<file path="src/rtl/regfile_pkg.sv">
// Shared definitions for the register-file write-port feeder: size defaults,
// index-width derivation and the loader FSM state type.
package regfile_pkg;

  localparam int unsigned NDefault = 8;
  localparam int unsigned RDefault = 32;

  // Register index width; a single-register file still needs one index bit.
  function automatic int unsigned idx_width(input int unsigned r);
    return (r > 1) ? $clog2(r) : 1;
  endfunction

  typedef enum logic [1:0] {
    StIdle,
    StLoad,
    StDone
  } state_e;

endpackage

</file>
<file path="src/rtl/sync_fifo.sv">
// Small synchronous FIFO with show-ahead output; DEPTH must be a power of two.
module sync_fifo #(
  parameter int unsigned W     = 8,
  parameter int unsigned DEPTH = 4
) (
  input  logic         clk,
  input  logic         rst,
  input  logic         push,
  input  logic         pop,
  input  logic [W-1:0] din,
  output logic [W-1:0] dout,
  output logic         full,
  output logic         empty
);

  localparam int unsigned AW = $clog2(DEPTH);

  logic [W-1:0]  mem [DEPTH];
  logic [AW-1:0] wr_ptr_q, rd_ptr_q;
  logic [AW:0]   cnt_q;
  logic          do_push, do_pop;

  assign full    = (cnt_q == (AW+1)'(DEPTH));
  assign empty   = (cnt_q == '0);
  assign do_push = push && !full;
  assign do_pop  = pop && !empty;
  assign dout    = mem[rd_ptr_q];

  always_ff @(posedge clk) begin
    if (!rst) begin
      wr_ptr_q <= '0;
      rd_ptr_q <= '0;
      cnt_q    <= '0;
    end else begin
      if (do_push) wr_ptr_q <= wr_ptr_q + AW'(1);
      if (do_pop)  rd_ptr_q <= rd_ptr_q + AW'(1);
      case ({do_push, do_pop})
        2'b10:   cnt_q <= cnt_q + (AW+1)'(1);
        2'b01:   cnt_q <= cnt_q - (AW+1)'(1);
        default: cnt_q <= cnt_q;
      endcase
    end
  end

  // Storage needs no reset: the pointers define which entries are valid.
  always_ff @(posedge clk) begin
    if (do_push) mem[wr_ptr_q] <= din;
  end

endmodule

</file>
<file path="src/rtl/regfile_burst_loader.sv">
// Burst loader: takes (base, count) then streams words through a FIFO into the
// register-file write port, one write per cycle with a wrapping register index.
module regfile_burst_loader
  import regfile_pkg::*;
#(
  parameter int unsigned N  = NDefault,
  parameter int unsigned R  = RDefault,
  parameter int unsigned RR = idx_width(R),
  parameter int unsigned D  = 4
) (
  input  logic          clk,
  input  logic          rst,
  input  logic          start,
  input  logic [RR-1:0] base_id,
  input  logic [RR:0]   count,
  input  logic          in_valid,
  input  logic [N-1:0]  in_data,
  output logic          in_ready,
  output logic [N-1:0]  rf_data,
  output logic [RR-1:0] rf_id_w,
  output logic          rf_wr,
  output logic          busy,
  output logic          done
);

  localparam logic [RR:0]   CntOne = (RR+1)'(1);
  localparam logic [RR:0]   CntMax = (RR+1)'(R);
  localparam logic [RR-1:0] IdLast = RR'(R - 1);

  state_e        state_q, state_d;
  logic [RR-1:0] wr_id_q, wr_id_d;
  logic [RR:0]   to_accept_q, to_accept_d;
  logic [RR:0]   to_write_q, to_write_d;
  logic [N-1:0]  rf_data_q, rf_data_d;
  logic [RR-1:0] rf_id_w_q, rf_id_w_d;
  logic          rf_wr_q, rf_wr_d;

  logic [RR:0]   count_clamped;
  logic          fifo_full, fifo_empty;
  logic [N-1:0]  fifo_dout;
  logic          push, pop;

  assign count_clamped = (count > CntMax) ? CntMax : count;

  // in_ready depends only on registered state, so a pop never frees a slot
  // for a push in the same cycle.
  assign in_ready = (state_q == StLoad) && !fifo_full && (to_accept_q != '0);
  assign push     = in_valid && in_ready;
  assign pop      = (state_q == StLoad) && !fifo_empty && (to_write_q != '0);

  sync_fifo #(
    .W     (N),
    .DEPTH (D)
  ) u_fifo (
    .clk   (clk),
    .rst   (rst),
    .push  (push),
    .pop   (pop),
    .din   (in_data),
    .dout  (fifo_dout),
    .full  (fifo_full),
    .empty (fifo_empty)
  );

  always_comb begin
    state_d     = state_q;
    wr_id_d     = wr_id_q;
    to_accept_d = to_accept_q;
    to_write_d  = to_write_q;
    rf_data_d   = rf_data_q;
    rf_id_w_d   = rf_id_w_q;
    rf_wr_d     = 1'b0;
    case (state_q)
      StIdle: begin
        if (start) begin
          if (count_clamped != '0) begin
            state_d     = StLoad;
            wr_id_d     = base_id;
            to_accept_d = count_clamped;
            to_write_d  = count_clamped;
          end else begin
            state_d = StDone;
          end
        end
      end
      StLoad: begin
        if (push) to_accept_d = to_accept_q - CntOne;
        if (pop) begin
          rf_data_d  = fifo_dout;
          rf_id_w_d  = wr_id_q;
          rf_wr_d    = 1'b1;
          wr_id_d    = (wr_id_q == IdLast) ? '0 : wr_id_q + RR'(1);
          to_write_d = to_write_q - CntOne;
          if (to_write_q == CntOne) state_d = StDone;
        end
      end
      StDone:  state_d = StIdle;
      default: state_d = StIdle;
    endcase
  end

  always_ff @(posedge clk) begin
    if (!rst) begin
      state_q     <= StIdle;
      wr_id_q     <= '0;
      to_accept_q <= '0;
      to_write_q  <= '0;
      rf_data_q   <= '0;
      rf_id_w_q   <= '0;
      rf_wr_q     <= 1'b0;
    end else begin
      state_q     <= state_d;
      wr_id_q     <= wr_id_d;
      to_accept_q <= to_accept_d;
      to_write_q  <= to_write_d;
      rf_data_q   <= rf_data_d;
      rf_id_w_q   <= rf_id_w_d;
      rf_wr_q     <= rf_wr_d;
    end
  end

  assign rf_data = rf_data_q;
  assign rf_id_w = rf_id_w_q;
  assign rf_wr   = rf_wr_q;
  assign busy    = (state_q == StLoad);
  assign done    = (state_q == StDone);

endmodule

</file>
<file path="config.mk">
export PLATFORM = sky130hd
export DESIGN_NAME = regfile_burst_loader
export DESIGN_NICKNAME = d
export VERILOG_FILES = /design/src/rtl/regfile_pkg.sv /design/src/rtl/sync_fifo.sv /design/src/rtl/regfile_burst_loader.sv
export SDC_FILE = /design/constraint.sdc
export NUM_CORES = 1
export LEC_CHECK = 0
export CORE_MARGIN = 2
export CORE_UTILIZATION = 56
export DETAILED_ROUTE_END_ITERATION = 10
export PLACE_DENSITY = 0.88
export SETUP_SLACK_MARGIN = 0.4
export SLEW_MARGIN = 20
export SYNTH_ARGS = -nofsm -noshare
export SYNTH_HDL_FRONTEND = slang
export SYNTH_SLANG_ARGS = --single-unit
</file>
<file path="constraint.sdc">
create_clock -name clk -period 4.5 [get_ports clk]
set_input_delay 0.9 -clock clk [delete_from_list [all_inputs] [get_ports clk]]
set_output_delay 0.9 -clock clk [all_outputs]
set_load 0.02 [all_outputs]
</file>
==> flow_summary.yaml <==
# implementation run metrics
status:
  status: "finished clean"
yosys:
  synth.cellmix.adderShare_pct: 4.39
  yosys_cells: 288
  avgSynthCellArea_um2: 11.5
setup_path:
  path_class: "flip-flop to flip-flop"
  reg2reg_to: "u_fifo.cnt_q[2]$_SDFFE_PN0P_"
  arrival_ns: 3.45
  end_kind: "flip-flop"
clock_network:
  clock_path_buffers: 2
  postCtsSetupBuffers: 0
  cts_root_buf: "clkbuf_8"
detailed_routing:
  drt-total-wl_mm: 6.61
  ant_nets: 0
  drt_iter0_markers: 109
finish:
  area_delta_synth_final_pct: 19.7
  final_cell_mix: "nand2_1, dfxtp_1, clkdlybuf4s50_1"
  n_fill_cell: 400
  final_net_count: 360
floorplan:
  core_mm2: 0.00561
  dieArea_mm2: 0.00654
final_timing:
  maxClockFrequency_mhz: 315
  fin_crit_sh_pct: 70.6
  fin_skew_ns: 0.00871
place:
  place_ws_ns: 1.32
  dp.cells: 387
  place_area_mm2: 0.00375
  gp_routability_congestion: 0.788
grt:
  antenna_found_initial: 0
  grt_pass1_wl_mm: 10.7
  grt_pass1_vias: 2330
min_path:
  hold_path_class: "flip-flop to flip-flop"
  min_from: "rf_data[0]$_SDFFE_PN0P_"
power:
  power_density_mw_per_mm2: 414
[registers in the layout, summed over array words and instances, names as in the netlist]
| register | flops |
|---|---|
| rf_data | 8 |
| rf_id_w | 5 |
| rf_wr | 1 |
| state_q | 2 |
| to_accept_q | 6 |
| to_write_q | 6 |
| u_fifo.cnt_q | 3 |
| u_fifo.mem | 32 |
| u_fifo.rd_ptr_q | 2 |
| u_fifo.wr_ptr_q | 2 |
| wr_id_q | 5 |
[cell families after synthesis]
family                     Yosys count
and+or+nand+nor                     93
DFF                                 72
AOI/OAI and AO/OA                   64
buffers and inverters               29
adders and majority gates           11
xor gates and xnor gates            10
muxes                                9
[where the power goes]
part           internal [µW]  switching (µW)  total [µW]
logic                    160             174         333
clock network            267             262         529
registers                728            48.9         777
total                   1150             484        1640
[through the flow]
stage	util, %	power (µW)
finish	70.6	1640
global placement	66.9	1110
floorplan	-	1030
CTS	70.6	1650
global route	70.6	1720
detailed placement	66.9	1120
[final cells by class]
class	instances	area share, %
Sequential cell	72	44.5
Multi-Input combinational cell	187	36.1
Timing Repair Buffer	42	10.4
Clock buffer	9	3.13
Tap cell	72	2.28
Clock inverter	7	2.15
Inverter	14	1.45
[critical path, cell delays in order, from the launching register on]
cell	delay [ns]
dfxtp_1	0.52
nand2b_1	0.09
buf_4	0.22
a211o_1	0.48
inv_1	0.42
ha_1	0.26
inv_1	0.07
fa_1	0.42
xor2_1	0.16
or3_1	0.30
a21boi_0	0.17
[cell usage after synthesis, drive strengths merged, types with 2 or more instances]
cell	instances
dfxtp	40
a32o	2
ha	10
xnor2	7
inv	14
xor2	3
a31o	3
buf	7
and3	7
a21oi	7
nor3b	4
edfxtp	32
o21ai	11
nor2b	4
nand2b	2
nand3	9
nor3	6
o311ai	2
o211a	9
and2	7
clkbuf	8
o211ai	5
a21boi	17
nor2	3
mux4	8
nand2	46
[worst max path at each step]
stage / startpoint / endpoint / depth (start not counted)
finish: state_q[0]$_SDFFE_PN0P_ / u_fifo.cnt_q[2]$_SDFFE_PN0P_ / 10
floorplan: to_accept_q[0]$_SDFFE_PN0P_ / u_fifo.cnt_q[2]$_SDFFE_PN0P_ / 12
global placement: state_q[0]$_SDFFE_PN0P_ / u_fifo.cnt_q[2]$_SDFFE_PN0P_ / 10
detailed placement: state_q[0]$_SDFFE_PN0P_ / u_fifo.cnt_q[2]$_SDFFE_PN0P_ / 10
global route: state_q[0]$_SDFFE_PN0P_ / u_fifo.cnt_q[2]$_SDFFE_PN0P_ / 10
CTS: state_q[0]$_SDFFE_PN0P_ / u_fifo.cnt_q[2]$_SDFFE_PN0P_ / 10
[metal layers]
metal / global-route usage (%) / vias to the layer above / part of all wire (%)
met5: 0 / - / 0
li1: - / 1124 / -
met3: 7.33 / 12 / 5.4
met4: 7.46 / 0 / 1.5
met2: 39.3 / 69 / 52
met1: 25.0 / 1113 / 41
Met2 routing:
Scale: 4 px per µm.
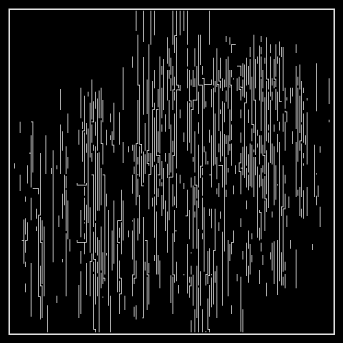
- longest straight run: 34.7 µm
- main direction: vertical
- wire length on this layer: 3440 µm
- nets with wire on the layer: 313

Register map, names as in the netlist:
Scale: 4 px per µm. Other sequential cells in the stronger grey, the rest of the logic in the fainter grey.
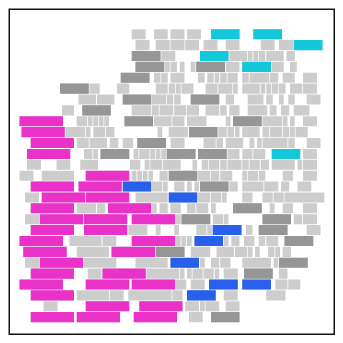
- to_accept_q: cyan (sequential cells 6; where top right)
- u_fifo.mem: magenta (sequential cells 32)
- rf_data: blue (sequential cells 8; where bottom middle)
- not coloured: 26
Reg area: 0.00176 mm²
Seq area share: 44.5%
total sequential power: 777 µW

Sizing map:
Scale: 6 px per µm.
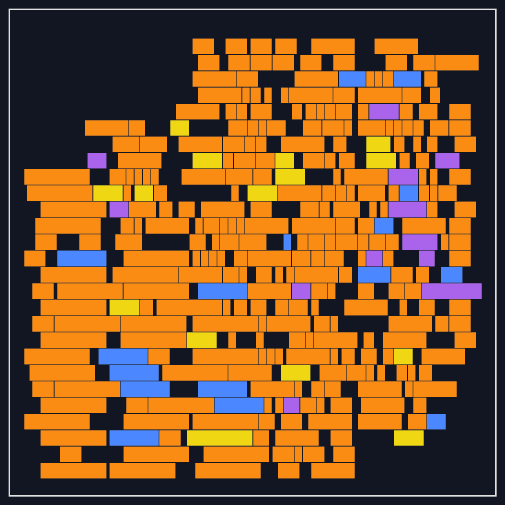
- x3 and x4: purple (cells 12; most used buf_4)
- x2: blue (cells 16; most used mux4_2)
- x1 and smaller: orange (cells 288; most used nand2_1)
- x6 and larger: yellow (cells 15; most used clkbuf_8)
bufs w/o clock: 42
cell area after layout: 0.00396 mm²

Routing congestion map:
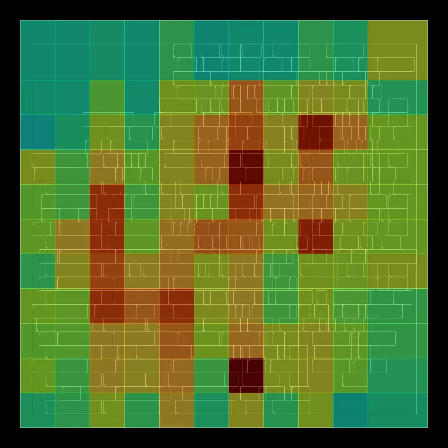
grt met1 use: 25.0%
global routing's busiest layer: met2
GRT Total Usage: 22.2%

Layout detail:
Window x 28 to 53, y 28 to 53 µm. Cells in grey, sequential cells in the stronger grey; small squares are vias.
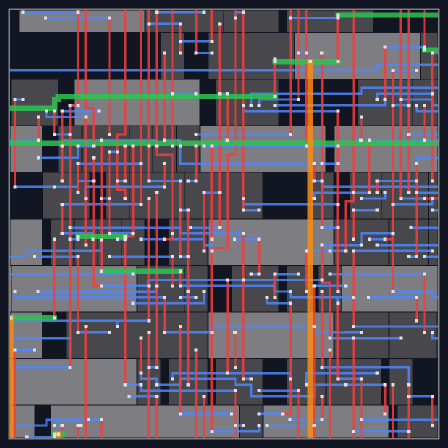
- M3: green
- M2: red
- M4: orange
- M1: blue
- sequential cells in the window: 11
- most frequent: nand2_1 (16), dfxtp_1 (9), a21boi_0 (8)
- cells with their middle in the window: 52
- netlist names of flops here include: rf_id_w (3), rf_data (2), to_write_q (2)

Power is estimated from default activity; no workload was simulated.
